$ cat src/rtl/soc_bus_pkg.sv
// Shared definitions for the SoC peripheral-bus initiator.
//   - command opcode encodings
//   - initiator FSM state type
//   - bus widths and the well-known GPIO responder address
//   - the read-modify-write merge helper
package soc_bus_pkg;

  localparam int unsigned BUS_AW = 32;
  localparam int unsigned BUS_DW = 32;

  localparam logic [BUS_AW-1:0] GPIO_ADDR = 32'h0000_0030;

  localparam logic [1:0] OP_WRITE = 2'b00;
  localparam logic [1:0] OP_READ  = 2'b01;
  localparam logic [1:0] OP_RMW   = 2'b10;
  localparam logic [1:0] OP_RSVD  = 2'b11;

  typedef enum logic [1:0] {
    StIdle,
    StRd,
    StWr,
    StResp
  } state_e;

  // Mask bit 1 takes the new data bit, mask bit 0 keeps the bit read from the bus.
  function automatic logic [BUS_DW-1:0] rmw_merge(input logic [BUS_DW-1:0] old_data,
                                                   input logic [BUS_DW-1:0] new_data,
                                                   input logic [BUS_DW-1:0] mask);
    return (old_data & ~mask) | (new_data & mask);
  endfunction

endpackage

$ cat src/rtl/soc_bus_master.sv
// Initiator side of the SoC peripheral bus. Takes one command at a time over a
// valid/ready port, runs it as WRITE, READ or READ-MODIFY-WRITE bus cycles and
// returns one response per command over a valid/ready port.
//   clk, rst            clock, synchronous active-high reset
//   cmd_valid/ready     command handshake; cmd_op/addr/wdata/mask carry the command
//   rsp_valid/ready     response handshake; rsp_rdata/rsp_err carry the response
//   bus_addr/wdata/we   registered bus outputs (zero outside bus cycles)
//   bus_rdata           read data returned by the address decoder
module soc_bus_master
  import soc_bus_pkg::*;
#(
  parameter int unsigned RD_LAT = 1
) (
  input  logic              clk,
  input  logic              rst,
  input  logic              cmd_valid,
  output logic              cmd_ready,
  input  logic [1:0]        cmd_op,
  input  logic [BUS_AW-1:0] cmd_addr,
  input  logic [BUS_DW-1:0] cmd_wdata,
  input  logic [BUS_DW-1:0] cmd_mask,
  output logic              rsp_valid,
  input  logic              rsp_ready,
  output logic [BUS_DW-1:0] rsp_rdata,
  output logic              rsp_err,
  output logic [BUS_AW-1:0] bus_addr,
  output logic [BUS_DW-1:0] bus_wdata,
  output logic              bus_we,
  input  logic [BUS_DW-1:0] bus_rdata
);

  localparam logic [1:0] RdLatInit = RD_LAT[1:0];

  state_e            r_state, w_state_d;
  logic [1:0]        r_op, w_op_d;
  logic [BUS_AW-1:0] r_addr, w_addr_d;
  logic [BUS_DW-1:0] r_wdata, w_wdata_d;
  logic [BUS_DW-1:0] r_mask, w_mask_d;
  logic [1:0]        r_cnt, w_cnt_d;
  logic [BUS_DW-1:0] r_rdata, w_rdata_d;
  logic              r_err, w_err_d;
  logic [BUS_AW-1:0] r_bus_addr, w_bus_addr_d;
  logic [BUS_DW-1:0] r_bus_wdata, w_bus_wdata_d;
  logic              r_bus_we, w_bus_we_d;

  logic w_cmd_bad;

  assign w_cmd_bad = (cmd_addr[1:0] != 2'b00) || (cmd_op == OP_RSVD);

  always_comb begin
    w_state_d = r_state;
    w_op_d    = r_op;
    w_addr_d  = r_addr;
    w_wdata_d = r_wdata;
    w_mask_d  = r_mask;
    w_cnt_d   = r_cnt;
    w_rdata_d = r_rdata;
    w_err_d   = r_err;

    unique case (r_state)
      StIdle: begin
        if (cmd_valid) begin
          w_op_d    = cmd_op;
          w_addr_d  = cmd_addr;
          w_wdata_d = cmd_wdata;
          w_mask_d  = cmd_mask;
          w_cnt_d   = RdLatInit;
          w_rdata_d = '0;
          w_err_d   = w_cmd_bad;
          if (w_cmd_bad) begin
            w_state_d = StResp;
          end else if (cmd_op == OP_WRITE) begin
            w_state_d = StWr;
          end else begin
            w_state_d = StRd;
          end
        end
      end
      StRd: begin
        if (r_cnt == 2'd0) begin
          w_rdata_d = bus_rdata;
          w_state_d = (r_op == OP_RMW) ? StWr : StResp;
        end else begin
          w_cnt_d = r_cnt - 2'd1;
        end
      end
      StWr: begin
        w_state_d = StResp;
      end
      StResp: begin
        if (rsp_ready) begin
          w_state_d = StIdle;
        end
      end
      default: begin
        w_state_d = StIdle;
      end
    endcase
  end

  // Bus outputs are registered from the next state so they line up with the
  // RD/WR cycles themselves. For RMW the merge uses the data being sampled now.
  always_comb begin
    w_bus_addr_d  = '0;
    w_bus_wdata_d = '0;
    w_bus_we_d    = 1'b0;
    if ((w_state_d == StRd) || (w_state_d == StWr)) begin
      w_bus_addr_d = w_addr_d;
    end
    if (w_state_d == StWr) begin
      w_bus_we_d    = 1'b1;
      w_bus_wdata_d = (w_op_d == OP_RMW) ? rmw_merge(w_rdata_d, w_wdata_d, w_mask_d)
                                         : w_wdata_d;
    end
  end

  always_ff @(posedge clk) begin
    if (rst) begin
      r_state     <= StIdle;
      r_op        <= OP_WRITE;
      r_addr      <= '0;
      r_wdata     <= '0;
      r_mask      <= '0;
      r_cnt       <= '0;
      r_rdata     <= '0;
      r_err       <= 1'b0;
      r_bus_addr  <= '0;
      r_bus_wdata <= '0;
      r_bus_we    <= 1'b0;
    end else begin
      r_state     <= w_state_d;
      r_op        <= w_op_d;
      r_addr      <= w_addr_d;
      r_wdata     <= w_wdata_d;
      r_mask      <= w_mask_d;
      r_cnt       <= w_cnt_d;
      r_rdata     <= w_rdata_d;
      r_err       <= w_err_d;
      r_bus_addr  <= w_bus_addr_d;
      r_bus_wdata <= w_bus_wdata_d;
      r_bus_we    <= w_bus_we_d;
    end
  end

  assign cmd_ready = (r_state == StIdle) && !rst;
  assign rsp_valid = (r_state == StResp);
  // Response fields read as zero whenever no response is being offered.
  assign rsp_rdata = rsp_valid ? r_rdata : '0;
  assign rsp_err   = rsp_valid ? r_err : 1'b0;
  assign bus_addr  = r_bus_addr;
  assign bus_wdata = r_bus_wdata;
  assign bus_we    = r_bus_we;

endmodule
$ cat config.mk
export PLATFORM = sky130hd
export DESIGN_NAME = soc_bus_master
export DESIGN_NICKNAME = d
export VERILOG_FILES = /design/src/rtl/soc_bus_pkg.sv /design/src/rtl/soc_bus_master.sv
export SDC_FILE = /design/constraint.sdc
export NUM_CORES = 1
export LEC_CHECK = 0
export CAP_MARGIN = 10
export CELL_PAD_IN_SITES_DETAIL_PLACEMENT = 0
export CELL_PAD_IN_SITES_GLOBAL_PLACEMENT = 1
export CORE_MARGIN = 3
export CORE_UTILIZATION = 36
export CTS_CLUSTER_DIAMETER = 200
export DETAILED_ROUTE_END_ITERATION = 12
export GPL_TIMING_DRIVEN = 0
export PLACE_DENSITY = 0.87
export SYNTH_ARGS = -nofsm -noshare
export SYNTH_HDL_FRONTEND = slang
export SYNTH_SLANG_ARGS = --single-unit
$ cat constraint.sdc
create_clock -name clk -period 2.71 [get_ports clk]
set_input_delay 0.271 -clock clk [delete_from_list [all_inputs] [get_ports clk]]
set_output_delay 0.271 -clock clk [all_outputs]
set_load 0.005 [all_outputs]
Fig. 1: run 1, metal layers overlaid
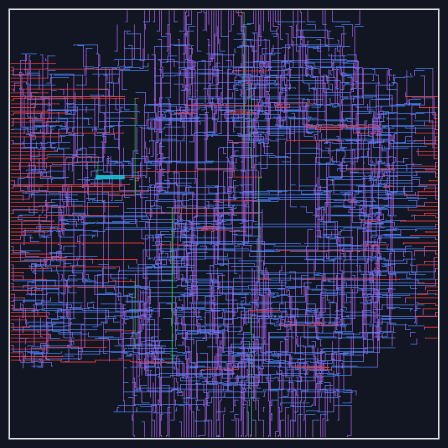
Red shows met3, wire length 2,250 µm. Blue shows met1, wire length 11,500 µm. Cyan shows met5, wire length 9.20 µm. Green shows met4, wire length 286 µm. Purple shows met2, wire length 12,300 µm.

Fig. 2: run 1, clock wiring as the flow saved it
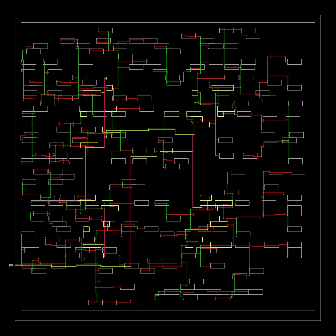
TritonCTS Sinks: 200
CTS buffer count: 17
Worst-Skew Late Latency: 0.44 ns
flip-flop and latch count: 200
clk_buf instances: 17

Fig. 3: run 1, gate families picked out
Scale bar: 50 µm.
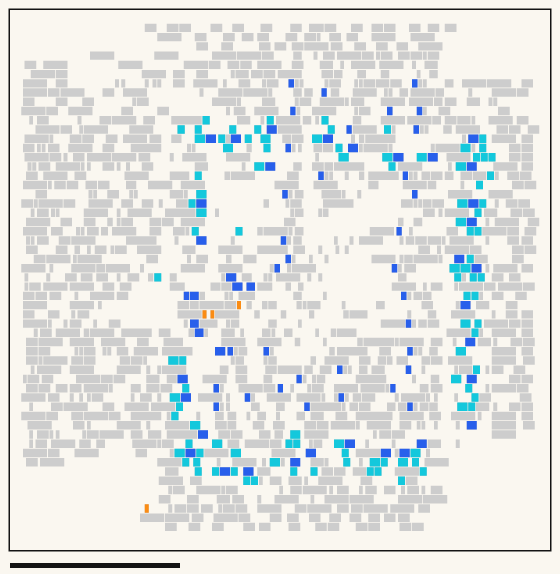
Cyan shows AND and OR gates, cells 99. Blue shows inverting AOI/OAI gates, cells 74. Orange shows inverters, cells 4.

==> results.tsv, run 1 <==
metric	value	unit
ys_cells	899	
p_switching	2.09	mW
mux_share	0.158	
synth-xor-area-share	0.00104	
postSynthSeqShare	0.475	
hpwl	19400	µm
min_path_type	input port to flip-flop	
drive_above_1_share	0.0845	
largest_class	logic gates	
cts_tree	built	
place_area	0.0111	mm²
hold_buffers	0	
avgViaCountPerCell	4.94	
yosysWarnings	0	
clock_skew	0.0110	ns
max_cap_viol_count	0	
syn-num-nets	1035	
status	complete, no violations	
cp-start-kind	flip-flop	
maxSlewViolCount	0	
holdPathEnd	r_mask[5]	
numPortBuffers	232	
crit_type	flip-flop to flip-flop	
dieArea	0.0253	mm²
clock-root-buffer	clkbuf_16	
grt_pass1_wl	41700	µm
r2r-end	bus_addr[16]	
seq_area_frac	0.340	
first_pass_iters	4	
met3_length	2250	µm
ys_ff	200	
[run 1: worst max-delay path, stage by stage, from the launching register on]
cell and delay [ns]:
dfxtp_1 0.35, inv_1 0.07, ha_2 0.26, nor2b_4 0.19, a32o_1 0.27, a22o_1 0.20
ha_1 0.29, or2_2 0.28, clkbuf_1 0.17, clkbuf_2 0.23, nor2_1 0.20
[run 1: metrics by stage]
stage / std cells / hold WS (ns) / TNS, ns / worst slack (ns) / power, mW
detailed placement: 1444 / 0.447 / -38.27 / -0.751 / 4.64
finish: 1473 / 0.416 / 0 / 0.134 / 7.20
floorplan: 899 / 0.407 / 0 / 0.364 / 4.03
global placement: 1444 / 0.442 / -39.64 / -0.775 / 4.63
CTS: 1474 / 0.399 / 0 / 0.0107 / 7.26
global route: 1473 / 0.415 / 0 / 0.00874 / 7.53
[run 1: cell usage after synthesis (all sizes together)]
cell	count	area [µm²]
a22o	1	8.76
o21bai	1	7.51
nor2b	1	6.26
xnor2	1	8.76
a211oi	1	7.51
and3b	32	280
clkbuf	57	214
dfxtp	200	4000
inv	4	15.0
mux2i	96	961
a21o	1	7.51
mux2	33	372
o31ai	1	7.51
nand2	70	263
nor3	3	15.0
nand2b	1	6.26
nor3b	65	493
nor2	165	619
a221oi	33	289
a2111oi	1	8.76
o41ai	1	8.76
ha	2	25.0
and3	33	206
a22oi	1	7.51
a32o	1	10.0
o31a	1	8.76
buf	24	174
and2	33	206
or2	1	6.26
a21oi	35	175
[run 1: state kept, by name, summed over array words and instances (netlist names)]
signal,count
bus_wdata,32
r_state,2
r_op,2
r_err,1
bus_we,1
r_wdata,32
r_addr,32
bus_addr,32
r_mask,32
r_rdata,32
r_cnt,2
Fig. 4: run 1, routed metal per tile
32 x 32 tiles, from dark blue (low) to red (high), scaled to the fullest tile. Values are wire area over tile area, all layers added.
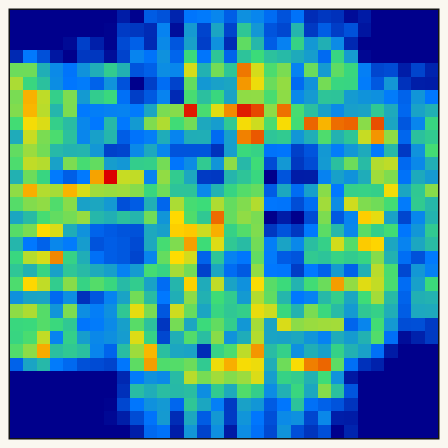

==> run 2: changes to the inputs <==
--- a/config.mk
+++ b/config.mk
@@ -9,11 +9,11 @@
 export CELL_PAD_IN_SITES_DETAIL_PLACEMENT = 0
 export CELL_PAD_IN_SITES_GLOBAL_PLACEMENT = 1
 export CORE_MARGIN = 3
-export CORE_UTILIZATION = 36
+export CORE_UTILIZATION = 35
 export CTS_CLUSTER_DIAMETER = 200
 export DETAILED_ROUTE_END_ITERATION = 12
 export GPL_TIMING_DRIVEN = 0
-export PLACE_DENSITY = 0.87
+export PLACE_DENSITY = 0.85
 export SYNTH_ARGS = -nofsm -noshare
 export SYNTH_HDL_FRONTEND = slang
 export SYNTH_SLANG_ARGS = --single-unit
Fig. 5: run 2, routed metal per tile
32 x 32 tiles, from dark blue (low) to red (high), scaled to the fullest tile. Values are wire area over tile area, all layers added.
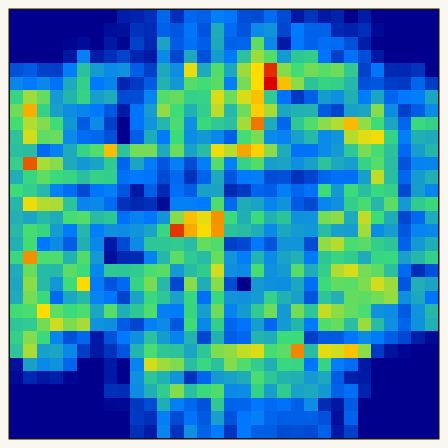
The fullest tile reaches 0.53. 13% of the tiles are nearly empty. The mean over all tiles is 0.17.

Fig. 6: run 2, ports around the boundary
Pins as bars across the die edge, other pins in grey.
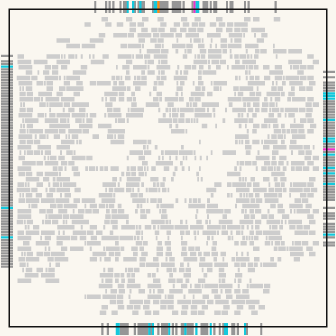
Magenta shows cmd_op, pins 2, direction input, edge 1 east, 1 north. Cyan shows bus_rdata, pins 32, direction input, edge 11 east, 11 south, 7 north, 3 west. Orange shows rsp_err, pins 1, direction output, edge north.

==> results.tsv, run 2 <==
metric	value	unit	change
status	complete, no violations		
synthTopCellsByCount	dfxtp_1, nor2_1, mux2i_1		
hpwl	19600	µm	+1.1%
cts_buffers	17		unchanged
clock-root-buffer	clkbuf_16		
edf_count	0		unchanged
largest_area_cell	dfxtp_1		
numPortBuffers	232		unchanged
row_count	56		
cts.sinks	200		unchanged
dieArea	0.0260	mm²	+2.7%
min_path_type	input port to flip-flop		
top_cells_by_area	dfxtp_1, mux2i_1, nor2_1, nor3b_1, a221oi_1		
mux_share	0.158		unchanged
clk_pin_slew	0.07	ns	
synth-xor-area-share	0.00104		unchanged
ys_cells	899		unchanged
postSynthSeqShare	0.475		unchanged
drive_above_1_share	0.0835		-0.000934
clock_skew	0.0140	ns	+0.00299 ns
grt_pass1_wl	41000	µm	-1.6%
cts_tree	built		
synth.top_cell.area_share	0.475		unchanged
place_area	0.0111	mm²	about the same
power.total	7.17	mW	-0.43%
p_switching	2.05	mW	-1.8%
avgViaCountPerCell	4.93		-0.13%
ys.flop_type	dfxtp_1		
holdWs	0.421	ns	+0.00475 ns
max_cap_viol_count	0		unchanged
clk_latency	0.44	ns	about the same
crit_type	flip-flop to output pin		
maxSlewViolCount	0		unchanged
first_pass_iters	4		unchanged
yosysWarnings	0		unchanged
async_reset_ff_frac	0		unchanged
ys_ff	200		unchanged
Fig. 7: run 2, metal layers overlaid
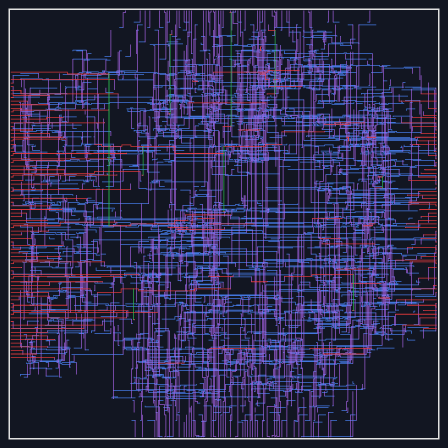
Purple shows met2, wire length 12,500 µm. Red shows met3, wire length 2,320 µm. Blue shows met1, wire length 11,500 µm. Green shows met4, wire length 218 µm.

[run 2: cell families (layout without fill, tap and decap cells)]
kind of cell,Yosys count,in the layout
simple gates,404,404
flops,200,200
mux,129,129
buf+inv,85,347
compound gates,78,78
fa+ha+maj,2,2
xor+xnor,1,1
[run 2: stage by stage]
stage	worst slack (ns)	std cells	TNS, ns
6_report	0.126	1480	0
5_1_grt	0.00697	1480	0
4_1_cts	0.00174	1481	0
3_5_place_dp	-0.773	1450	-39.46
3_3_place_gp	-0.762	1450	-39.42
2_1_floorplan	0.364	899	0
[run 2: routing by layer]
metal  GRT usage  vias up
li1            -     3575
met1       0.249     3475
met2       0.334      230
met3      0.0798       19
met4      0.0360        0
met5           0        -
[run 2: area by class of cell]
| type | count | area (µm²) |
|---|---|---|
| sequential | 200 | 4000 |
| fill | 2292 | 11800 |
| clock inverter | 14 | 159 |
| tap | 319 | 399 |
| timing repair buffer | 232 | 2320 |
| buffer | 79 | 403 |
| inverter | 4 | 15.0 |
| clock buffer | 18 | 439 |
| multi-input combinational | 614 | 4030 |
[run 2: worst max-delay path: stages (launching register included)]
cell,delay [ns]
dfxtp_1,0.51
clkbuf_2,0.33
clkbuf_2,0.29
and3_1,0.24
clkdlybuf4s50_1,0.51
[run 2: what timing repair did]
item,4_1_cts,5_1_grt
gates resized,12,17
pin swaps,0,0
setup endpoints to repair,81,75
hold buffers,0,0
[run 2: worst paths after layout]
path	start	cells after the start	endpoint	slack, ns
min	cmd_mask[31]	3	r_mask[31]	0.42
max reg2reg	r_op[0]	10	bus_addr[14]	0.17
max	r_state[1]	4	rsp_rdata[8]	0.13
min reg2reg	r_mask[31]	2	r_mask[31]	0.46
Fig. 8: run 2, gate families picked out
Scale bar: 50 µm.
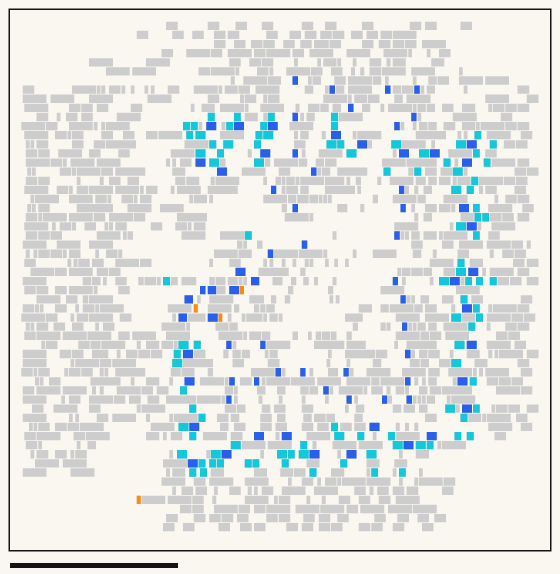

==> run 3: changes to the inputs <==
--- a/config.mk
+++ b/config.mk
@@ -14,6 +14,7 @@
 export DETAILED_ROUTE_END_ITERATION = 12
 export GPL_TIMING_DRIVEN = 0
 export PLACE_DENSITY = 0.85
+export REMOVE_ABC_BUFFERS = 1
 export SYNTH_ARGS = -nofsm -noshare
 export SYNTH_HDL_FRONTEND = slang
 export SYNTH_SLANG_ARGS = --single-unit
Fig. 9: run 3, gate families picked out
Scale bar: 50 µm.
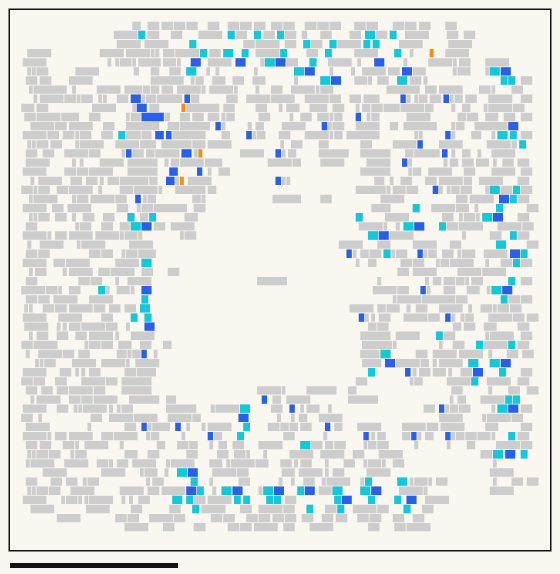
Cyan shows AND and OR gates, cells 99, where spread over the die. Blue shows inverting AOI/OAI gates, cells 74, where spread over the die. Orange shows inverters, cells 4.

Fig. 10: run 3, routed metal per tile
32 x 32 tiles, from dark blue (low) to red (high), scaled to the fullest tile. Values are wire area over tile area, all layers added.
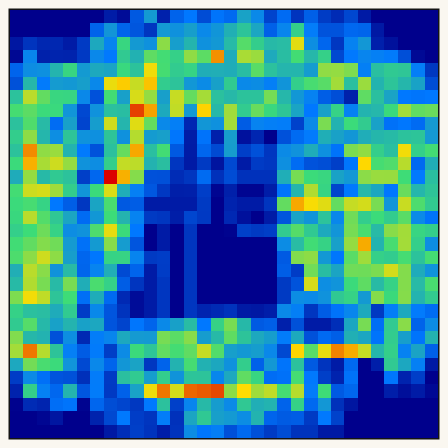
19% of the tiles are over half the peak. 12% of the tiles are nearly empty. The emptiest ninth of the die: centre. The densest ninth of the die: east. The mean over all tiles is 0.15. The fullest tile reaches 0.50.

Fig. 11: run 3, clock wiring as the flow saved it
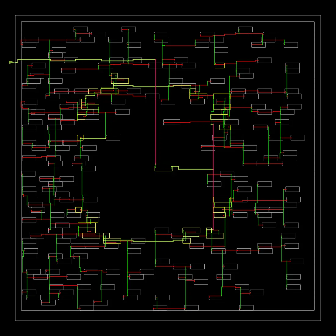
clock group total power: 2.58 mW
Worst-Skew Late Latency: 0.42 ns
Clock Skews: 0.0125 ns
clk_buf instances: 19

==> results.tsv, run 3 <==
metric	value	unit	change
status	complete, no violations		
largest_area_cell	dfxtp_1		
cts.sinks	200		unchanged
synth-xor-area-share	0.00104		unchanged
crit_type	flip-flop to flip-flop		
ys_cells	899		unchanged
async_reset_ff_frac	0		unchanged
edf_count	0		unchanged
hpwl	15900	µm	-19%
cpMaxStageDelayCell	dfxtp_2		
clk_pin_slew	0.08	ns	about the same
synth.top_cell.area_share	0.475		unchanged
row_count	56		unchanged
drive_above_1_share	0.0797		-0.00384
cp_cell_sequence	buf_16, nor3b_4, buf_4, buf_16, buf_8, buf_16, buf_16, mux2i_1, mux2_1, nor2_1		
yosysWarnings	0		unchanged
numPortBuffers	233		+0.43%
maxSlewViolCount	0		unchanged
mux_share	0.158		unchanged
cts_buffers	17		unchanged
cp_common_cell	buf_16		
ys.flop_type	dfxtp_1		
ys_ff	200		unchanged
cts_tree	built		
run 3: cell counts after synthesis:
No cell type changed its count.
run 3: logic make-up after synthesis:
| kind of cell | count (synthesis) |
|---|---|
| xor gates and xnor gates | 1 |
| and+or+nand+nor | 404 |
| buffers and inverters | 85 |
| DFF | 200 |
| muxes | 129 |
| AOI/OAI and AO/OA | 78 |
| adders and majority gates | 2 |
run 3: final cells by class:
cell class | instances | area, µm²
sequential | 200 | 4010
multi-input combinational | 614 | 4060
fill | 2269 | 11700
inverter | 4 | 15.0
tap | 319 | 399
clock inverter | 13 | 148
timing repair buffer | 254 | 2750
clock buffer | 19 | 453
run 3: worst paths after layout:
check | startpoint | to | cells past startpoint
setup / recovery | r_state[1] | bus_wdata[26] | 10
hold / removal | rst | r_addr[3] | 2
setup reg to reg | r_state[1] | bus_wdata[26] | 10
hold reg to reg | r_mask[13] | r_mask[13] | 2
run 3: repair_timing:
| item | CTS | global route |
|---|---|---|
| resized | 3 | 1 |
| setup buffers | 4 | 2 |
| endpoints found under the setup margin | 70 | 32 |
| cloned | 0 | 0 |
| pin swaps | 1 | 1 |
run 3: routing by layer:
layer,share of wire,track usage
met3,0.087,0.0677
met4,0.0071,0.0321
met1,0.43,0.235
met2,0.47,0.307
met5,0,0
run 3: through the flow:
step           hold WS [ns]  TNS [ns]  setup slack, ns  cells  power, mW
2_1_floorplan         0.340   -888.48            -5.80    818       4.00
3_3_place_gp          0.442  -1609.98            -9.85   1370       4.67
3_5_place_dp          0.447    -30.56           -0.570   1385       4.66
4_1_cts               0.204         0          0.00751   1421       7.28
5_1_grt               0.209         0           0.0523   1423       7.56
6_report              0.207         0            0.174   1423       7.21
No activity file was given, so power comes from the tool's default toggle rates.
